==> config.mk <==
export PLATFORM = sky130hd
export DESIGN_NAME = clk_div_prog_flat
export DESIGN_NICKNAME = d
export VERILOG_FILES = /design/src/rtl/clk_div_prog_if.sv /design/src/rtl/clk_div_prog.sv /design/src/flat_wrapper.sv
export SDC_FILE = /design/constraint.sdc
export NUM_CORES = 1
export LEC_CHECK = 0
export CAP_MARGIN = 20
export CORE_UTILIZATION = 40
export DETAILED_ROUTE_END_ITERATION = 10
export PLACE_DENSITY = 0.66
export SETUP_SLACK_MARGIN = 0.1
export SYNTH_ARGS = -nofsm -noshare
export SYNTH_HDL_FRONTEND = slang
export SYNTH_SLANG_ARGS = --single-unit
==> constraint.sdc <==
create_clock -name clk -period 4.63 [get_ports clk]
set_clock_uncertainty 0.15 [all_clocks]
set_input_delay 0.926 -clock clk [delete_from_list [all_inputs] [get_ports clk]]
set_output_delay 0.926 -clock clk [all_outputs]
set_load 0.01 [all_outputs]
==> src/rtl/clk_div_prog_if.sv <==
// Control/status bundle for the programmable clock divider.
interface clk_div_prog_if #(
  parameter int WIDTH = 8
);
  logic             en;
  logic             div_load;
  logic [WIDTH-1:0] div_val;
  logic             clk_out;
  logic             period_tick;
  logic             running;
  logic [WIDTH-1:0] div_active;
  logic             load_busy;
  logic             load_err;

  modport master (
    output en, div_load, div_val,
    input  clk_out, period_tick, running, div_active, load_busy, load_err
  );

  modport slave (
    input  en, div_load, div_val,
    output clk_out, period_tick, running, div_active, load_busy, load_err
  );
endinterface

==> src/rtl/clk_div_prog.sv <==
// Run-time programmable 50% duty integer clock divider (N >= 2, odd or even).
// Divisor reloads are deferred to an output-period boundary so clk_out never glitches.
module clk_div_prog #(
  parameter int WIDTH       = 8,
  parameter int DEFAULT_DIV = 3
) (
  input  logic         clk,
  input  logic         rst,
  clk_div_prog_if.slave bus
);
  typedef enum logic {IDLE, RUN} state_t;

  localparam logic [WIDTH-1:0] DEF = WIDTH'(DEFAULT_DIV);

  state_t           state_q, state_d;
  logic [WIDTH-1:0] cnt_q, cnt_d;
  logic [WIDTH-1:0] div_q, div_d;
  logic [WIDTH-1:0] pend_q, pend_d;
  logic             pend_v_q, pend_v_d;
  logic             p_q, p_d;
  logic             n_q;
  logic             odd_q;
  logic             tick_q, tick_d;
  logic             err_q, err_d;
  logic [WIDTH-1:0] half, last, cnt_inc;
  logic             at_end, ld_ok, apply;

  // ceil(N/2) without needing a WIDTH+1 bit intermediate
  assign half    = (div_q >> 1) + {{(WIDTH-1){1'b0}}, div_q[0]};
  assign last    = div_q - WIDTH'(1);
  assign cnt_inc = cnt_q + WIDTH'(1);
  assign at_end  = (cnt_q == last);
  assign ld_ok   = bus.div_load && (bus.div_val >= WIDTH'(2));

  always_comb begin
    state_d = state_q;
    cnt_d   = cnt_q;
    p_d     = p_q;
    tick_d  = 1'b0;
    apply   = 1'b0;
    case (state_q)
      IDLE: begin
        cnt_d = '0;
        p_d   = 1'b0;
        if (bus.en) begin
          state_d = RUN;
          p_d     = 1'b1;
          tick_d  = 1'b1;
          apply   = pend_v_q;
        end
      end
      RUN: begin
        if (at_end) begin
          cnt_d = '0;
          if (bus.en) begin
            p_d    = 1'b1;
            tick_d = 1'b1;
            apply  = pend_v_q;
          end else begin
            p_d     = 1'b0;
            state_d = IDLE;
          end
        end else begin
          cnt_d = cnt_inc;
          p_d   = (cnt_inc < half);
        end
      end
      default: state_d = IDLE;
    endcase
    div_d = apply ? pend_q : div_q;
    // A load landing on the applying edge stays pending for the next boundary
    pend_d   = ld_ok ? bus.div_val : pend_q;
    pend_v_d = ld_ok ? 1'b1 : (apply ? 1'b0 : pend_v_q);
    err_d    = bus.div_load && !ld_ok;
  end

  always_ff @(posedge clk or posedge rst) begin
    if (rst) begin
      state_q  <= IDLE;
      cnt_q    <= '0;
      div_q    <= DEF;
      pend_q   <= DEF;
      pend_v_q <= 1'b0;
      p_q      <= 1'b0;
      odd_q    <= DEF[0];
      tick_q   <= 1'b0;
      err_q    <= 1'b0;
    end else begin
      state_q  <= state_d;
      cnt_q    <= cnt_d;
      div_q    <= div_d;
      pend_q   <= pend_d;
      pend_v_q <= pend_v_d;
      p_q      <= p_d;
      // Follows the new divisor on the same edge p_q rises, while n_q is still low
      odd_q    <= div_d[0];
      tick_q   <= tick_d;
      err_q    <= err_d;
    end
  end

  always_ff @(negedge clk or posedge rst) begin
    if (rst) n_q <= 1'b0;
    else     n_q <= p_q;
  end

  assign bus.clk_out     = p_q & (n_q | ~odd_q);
  assign bus.period_tick = tick_q;
  assign bus.running     = (state_q == RUN);
  assign bus.div_active  = div_q;
  assign bus.load_busy   = pend_v_q;
  assign bus.load_err    = err_q;
endmodule

==> src/flat_wrapper.sv <==
// flat-port wrapper written by rule: the top's interface ports become plain ports
module clk_div_prog_flat 
#(
  parameter int WIDTH       = 8,
  parameter int DEFAULT_DIV = 3
)
  (clk, rst, bus_en, bus_div_load, bus_div_val, bus_clk_out, bus_period_tick, bus_running, bus_div_active, bus_load_busy, bus_load_err);
  clk_div_prog_if #(.WIDTH(WIDTH)) bus_i ();
  input  logic clk;
  input  logic rst;
  input wire logic [$bits(bus_i.en)-1:0] bus_en;
  input wire logic [$bits(bus_i.div_load)-1:0] bus_div_load;
  input wire logic [$bits(bus_i.div_val)-1:0] bus_div_val;
  output wire logic [$bits(bus_i.clk_out)-1:0] bus_clk_out;
  output wire logic [$bits(bus_i.period_tick)-1:0] bus_period_tick;
  output wire logic [$bits(bus_i.running)-1:0] bus_running;
  output wire logic [$bits(bus_i.div_active)-1:0] bus_div_active;
  output wire logic [$bits(bus_i.load_busy)-1:0] bus_load_busy;
  output wire logic [$bits(bus_i.load_err)-1:0] bus_load_err;
  assign bus_i.en = bus_en;
  assign bus_i.div_load = bus_div_load;
  assign bus_i.div_val = bus_div_val;
  assign bus_clk_out = bus_i.clk_out;
  assign bus_period_tick = bus_i.period_tick;
  assign bus_running = bus_i.running;
  assign bus_div_active = bus_i.div_active;
  assign bus_load_busy = bus_i.load_busy;
  assign bus_load_err = bus_i.load_err;
  clk_div_prog #(.WIDTH(WIDTH), .DEFAULT_DIV(DEFAULT_DIV)) u_core (.clk(clk), .rst(rst), .bus(bus_i));
endmodule
Fig. 1: run 1, PDN straps and rails
Pins as bars on the die edge. Tap cells in grey.
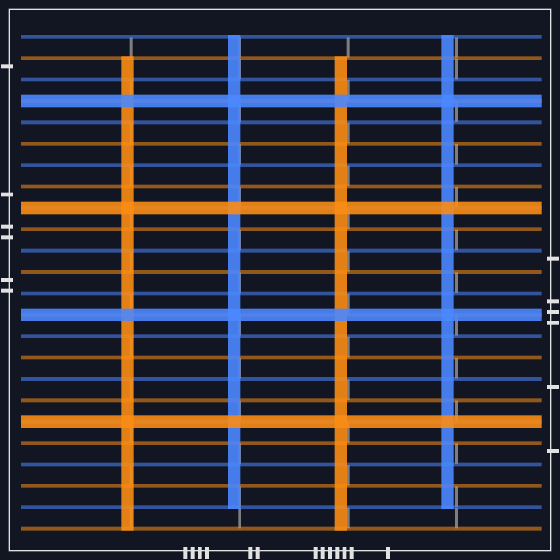
Blue marks VDD. Orange marks VSS.
4 straps on met4. 4 straps on met5. The core has 23 rows. 24 met1 rails follow the rows. 50 tap cells.

Fig. 2: run 1, metal 2
The bar under the picture is 20 µm long.
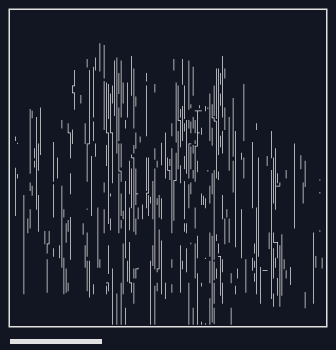
177 nets have wire on it. The wires run mostly vertical.

Fig. 3: run 1, placement view
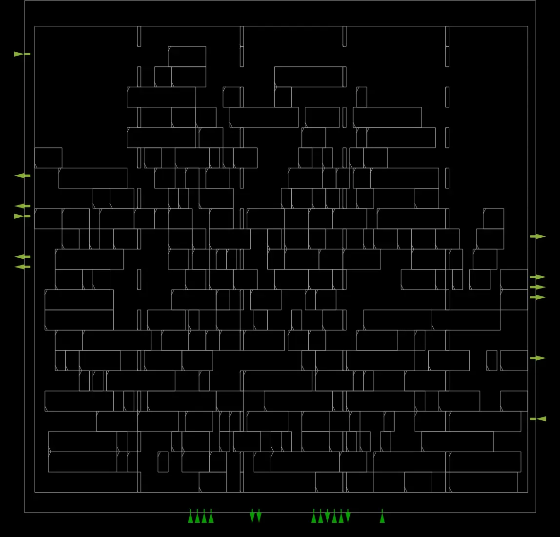
# fillers: 404
area of the core: 4144 µm²
tap cells: 50

==> report_table.html, run 1 <==
<h3>Flow metrics</h3>
<table>
<tr><th>Metric</th><th>Value</th></tr>
<tr><th colspan="2">Power</th></tr>
<tr><td>Share of power burned in the clock network</td><td>0.426</td></tr>
<tr><td>Total power of the final layout</td><td>0.5209 mW</td></tr>
<tr><td>Power Internal</td><td>0.4019 mW</td></tr>
<tr><th colspan="2">Finish</th></tr>
<tr><td>Fraction of final layout cells with drive strength greater than 1</td><td>0.1357</td></tr>
<tr><td>Most common cell after layout, fill and taps aside</td><td>nand2_1</td></tr>
<tr><td>Flip-flops</td><td>30</td></tr>
<tr><th colspan="2">Hold path</th></tr>
<tr><td>Hold depth</td><td>2</td></tr>
<tr><td>HP Start</td><td>u_core.pend_q[1]$_DFFE_PP1P_</td></tr>
<tr><th colspan="2">Clock tree</th></tr>
<tr><td>Clock root buffer master</td><td>clkbuf_8</td></tr>
<tr><td>Total clock sinks</td><td>30</td></tr>
<tr><th colspan="2">Place</th></tr>
<tr><td>Weighted congestion reported at the end of routability-driven placement</td><td>0.8229</td></tr>
<tr><td>Number of placed instances, taps included</td><td>241</td></tr>
<tr><td>Worst slack after detailed placement</td><td>0.2380 ns</td></tr>
<tr><th colspan="2">Detailed routing</th></tr>
<tr><td>Via-per-instance ratio</td><td>5.209</td></tr>
<tr><th colspan="2">Setup path</th></tr>
<tr><td>Worst r2r dst</td><td>u_core.bus.div_active[6]$_DFFE_PP0P_</td></tr>
<tr><td>Crit-path cells</td><td>o21a_1 &gt; dlygate4sd2_1</td></tr>
<tr><td>Buf+Inv Stages, Crit Path</td><td>1</td></tr>
<tr><td>Worst r2r src</td><td>u_core.odd_q$_DFFE_PP1P_</td></tr>
<tr><th colspan="2">Global route</th></tr>
<tr><td>Global-route total usage across every layer</td><td>0.1929</td></tr>
<tr><th colspan="2">Synthesis</th></tr>
<tr><td>Area fraction in full adders, half adders and majority gates</td><td>0.07736</td></tr>
<tr><td>Dominant cell type by area after synthesis</td><td>dfrtp_1</td></tr>
<tr><td>Number of different library cells in the post-synthesis netlist</td><td>37</td></tr>
<tr><td>Post-synth area hogs</td><td>dfrtp_1 (35%), ha_1 (7.7%), mux2_4 (6.8%), xor2_1 (6.4%), nand2_1 (6.1%)</td></tr>
<tr><th colspan="2">Run status</th></tr>
<tr><td>Run status</td><td>finished, final reports clean</td></tr>
<tr><th colspan="2">Die</th></tr>
<tr><td>FP Core Util</td><td>0.4293</td></tr>
<tr><td>DIE WIDTH</td><td>68.70 µm</td></tr>
<tr><th colspan="2">STA</th></tr>
<tr><td>Actual transition at the worst max-transition pin</td><td>0.5341 ns</td></tr>
<tr><td>Number of pins exceeding their max-slew limit in the final report</td><td>0</td></tr>
</table>
-- run 1: what timing repair did --
action / CTS / global route
endpoints found under the hold margin: 0 / 0
setup endpoints to repair: 1 / 0
gates resized: 1 / 0
hold buffers: 0 / 0
-- run 1: state kept, by name, summed over array words and instances (netlist names) --
signal                  flops
u_core.p_q                  1
u_core.cnt_q                8
u_core.bus.period_tick      1
u_core.bus.running          1
u_core.bus.div_active       7
u_core.n_q                  1
u_core.bus.load_err         1
u_core.pend_q               8
u_core.bus.load_busy        1
u_core.odd_q                1
-- run 1: cells by family (layout without fill, tap and decap cells) --
group,Yosys count,in the layout
AND-OR/OR-AND,17,17
XOR/XNOR,20,20
adder cells (fa/ha/maj),11,11
buffers and inverters,19,43
flip-flops,30,30
multiplexers,9,9
AND/OR/NAND/NOR,69,69
Fig. 4: run 1, cell classes on the final placement
The bar under the picture is 20 µm long. Fill, decap, tap and diode cells in grey.
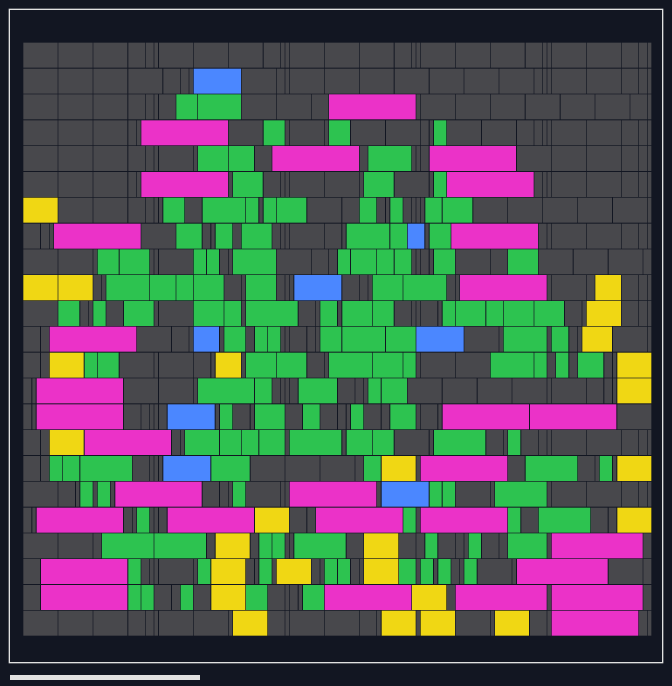

==> inputs of run 2 (changes only) <==
--- a/config.mk
+++ b/config.mk
@@ -9,7 +9,7 @@
 export CORE_UTILIZATION = 40
 export DETAILED_ROUTE_END_ITERATION = 10
 export PLACE_DENSITY = 0.66
-export SETUP_SLACK_MARGIN = 0.1
+export SETUP_SLACK_MARGIN = 0.3
 export SYNTH_ARGS = -nofsm -noshare
 export SYNTH_HDL_FRONTEND = slang
 export SYNTH_SLANG_ARGS = --single-unit
Fig. 5: run 2, cell classes on the final placement
The bar under the picture is 20 µm long. Fill, decap, tap and diode cells in grey.
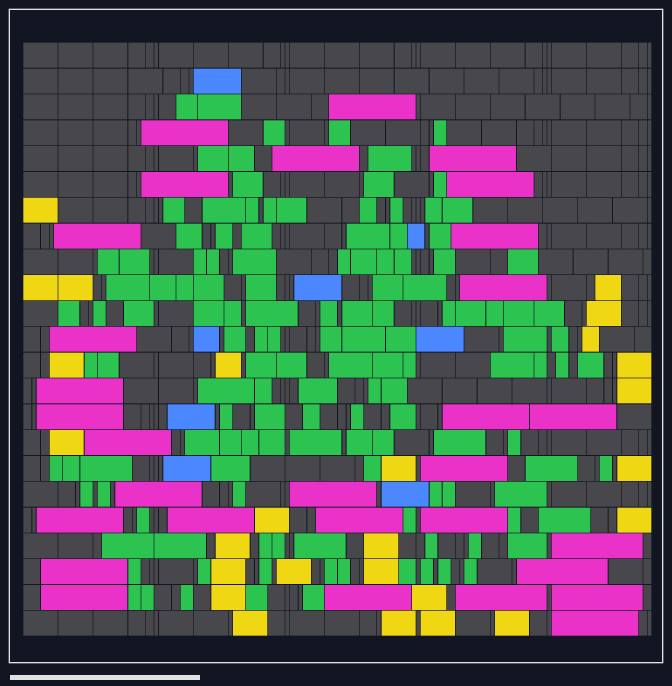
Blue marks clock drivers and dummy loads, cells 8. Green marks remaining logic cells, cells 135. Magenta marks sequential cells, cells 30. Yellow marks remaining buffers and delay cells, cells 26.

Fig. 6: run 2, metal 2
The bar under the picture is 20 µm long.
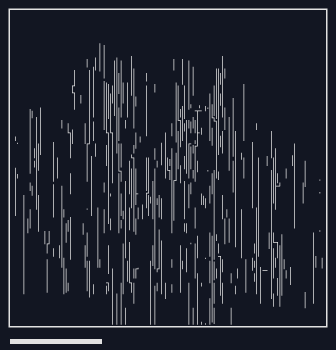
The layer holds 47% of the routed length. The wires run mostly vertical. 177 nets have wire on it.

==> report_table.html, run 2 <==
<h3>Flow metrics</h3>
<table>
<tr><th>Metric</th><th>Value</th></tr>
<tr><th colspan="2">Run status</th></tr>
<tr><td>Run status</td><td>finished, final reports clean</td></tr>
<tr><th colspan="2">Setup path</th></tr>
<tr><td>Crit-path cells</td><td>o21a_1 &gt; buf_2</td></tr>
<tr><td>Buf+Inv Stages, Crit Path</td><td>1</td></tr>
<tr><td>Worst r2r src</td><td>u_core.odd_q$_DFFE_PP1P_</td></tr>
<tr><td>Critical path peak fanout</td><td>1</td></tr>
<tr><th colspan="2">Clock tree</th></tr>
<tr><td>Count of hold buffers inserted by post-cts repair</td><td>0</td></tr>
<tr><td>Clock root buffer master</td><td>clkbuf_8</td></tr>
<tr><td>Total clock sinks</td><td>30</td></tr>
<tr><td>Resize count post-CTS</td><td>4</td></tr>
<tr><td>Setup repair bufs after CTS</td><td>0</td></tr>
<tr><td>H-tree Lvls</td><td>2</td></tr>
<tr><th colspan="2">STA</th></tr>
<tr><td>Max-slew headroom</td><td>0.6439</td></tr>
<tr><td>Setup Viol. Count Final</td><td>0</td></tr>
<tr><td>Number of pins exceeding their max-slew limit in the final report</td><td>0</td></tr>
<tr><td>Actual transition at the worst max-transition pin</td><td>0.5341 ns</td></tr>
<tr><th colspan="2">Synthesis</th></tr>
<tr><td>Post-synth area hogs</td><td>dfrtp_1 (35%), ha_1 (7.7%), mux2_4 (6.8%), xor2_1 (6.4%), nand2_1 (6.1%)</td></tr>
<tr><td>Register area share after synthesis</td><td>0.4248</td></tr>
<tr><td>Number of different library cells in the post-synthesis netlist</td><td>37</td></tr>
<tr><td>Post-synthesis area per instance</td><td>10.17 µm²</td></tr>
<tr><td>Simple-gate share of the synthesized area</td><td>0.1990</td></tr>
<tr><td>Area fraction in full adders, half adders and majority gates</td><td>0.07736</td></tr>
<tr><td>Dominant cell type by area after synthesis</td><td>dfrtp_1</td></tr>
<tr><td>Post-synth top cells</td><td>nand2_1 (29), dfrtp_1 (25), xor2_1 (13)</td></tr>
<tr><th colspan="2">Detailed routing</th></tr>
<tr><td>Detail Route met3 WL</td><td>130 µm</td></tr>
<tr><td>Final wirelength</td><td>3.652 mm</td></tr>
<tr><td>Via-per-instance ratio</td><td>5.209</td></tr>
<tr><td># DRC</td><td>0</td></tr>
<tr><th colspan="2">Die</th></tr>
<tr><td>Number of I/O pins</td><td>25</td></tr>
<tr><td>DIE WIDTH</td><td>68.70 µm</td></tr>
<tr><td>Area of the core</td><td>4144 µm²</td></tr>
<tr><td>FP Core Util</td><td>0.4293</td></tr>
<tr><td>Tap cells</td><td>50</td></tr>
<tr><td>Site row count</td><td>23</td></tr>
<tr><th colspan="2">Power</th></tr>
<tr><td>Total power of the final layout</td><td>0.5209 mW</td></tr>
<tr><th colspan="2">Place</th></tr>
<tr><td>Weighted congestion reported at the end of routability-driven placement</td><td>0.8229</td></tr>
<tr><td>Number of placed instances, taps included</td><td>241</td></tr>
<tr><td>Worst slack after detailed placement</td><td>0.2380 ns</td></tr>
<tr><th colspan="2">Finish</th></tr>
<tr><td>Multi-input logic portion of the cell area</td><td>0.4367</td></tr>
<tr><td>Flip-flops</td><td>30</td></tr>
<tr><td>Utilization after layout</td><td>0.5130</td></tr>
<tr><td>Most common cell after layout, fill and taps aside</td><td>nand2_1</td></tr>
<tr><td># fillers</td><td>404</td></tr>
<tr><th colspan="2">Global route</th></tr>
<tr><td>Global-route total usage across every layer</td><td>0.1929</td></tr>
<tr><td>Sum of overflow across all layers after global routing</td><td>0</td></tr>
<tr><th colspan="2">Hold path</th></tr>
<tr><td>HP Start</td><td>u_core.pend_q[1]$_DFFE_PP1P_</td></tr>
</table>
## run 2: cell counts after synthesis
Identical to the previous run, type by type.
## run 2: path summary, 6_finish.rpt
| check | slack (ns) | to | depth (start not counted) |
|---|---|---|---|
| max reg2reg | 1.51 | u_core.bus.div_active[6]$_DFFE_PP0P_ | 9 |
| min reg2reg | 0.32 | u_core.pend_q[1]$_DFFE_PP1P_ | 2 |
| min in group asynchronous | 0.92 | u_core.pend_q[2]$_DFFE_PP0P_ | 3 |
| min | 0.32 | u_core.pend_q[1]$_DFFE_PP1P_ | 2 |
| max in group asynchronous | 1.35 | u_core.n_q$_DFF_NP0_ | 2 |
| max | 0.34 | bus_clk_out | 2 |
## run 2: report_power, final
group	switching (mW)	internal [mW]
Sequential	0.00340	0.270
Clock	0.103	0.119
Combinational	0.0130	0.0127
Total	0.119	0.402
Power and IR drop assume default switching activity.
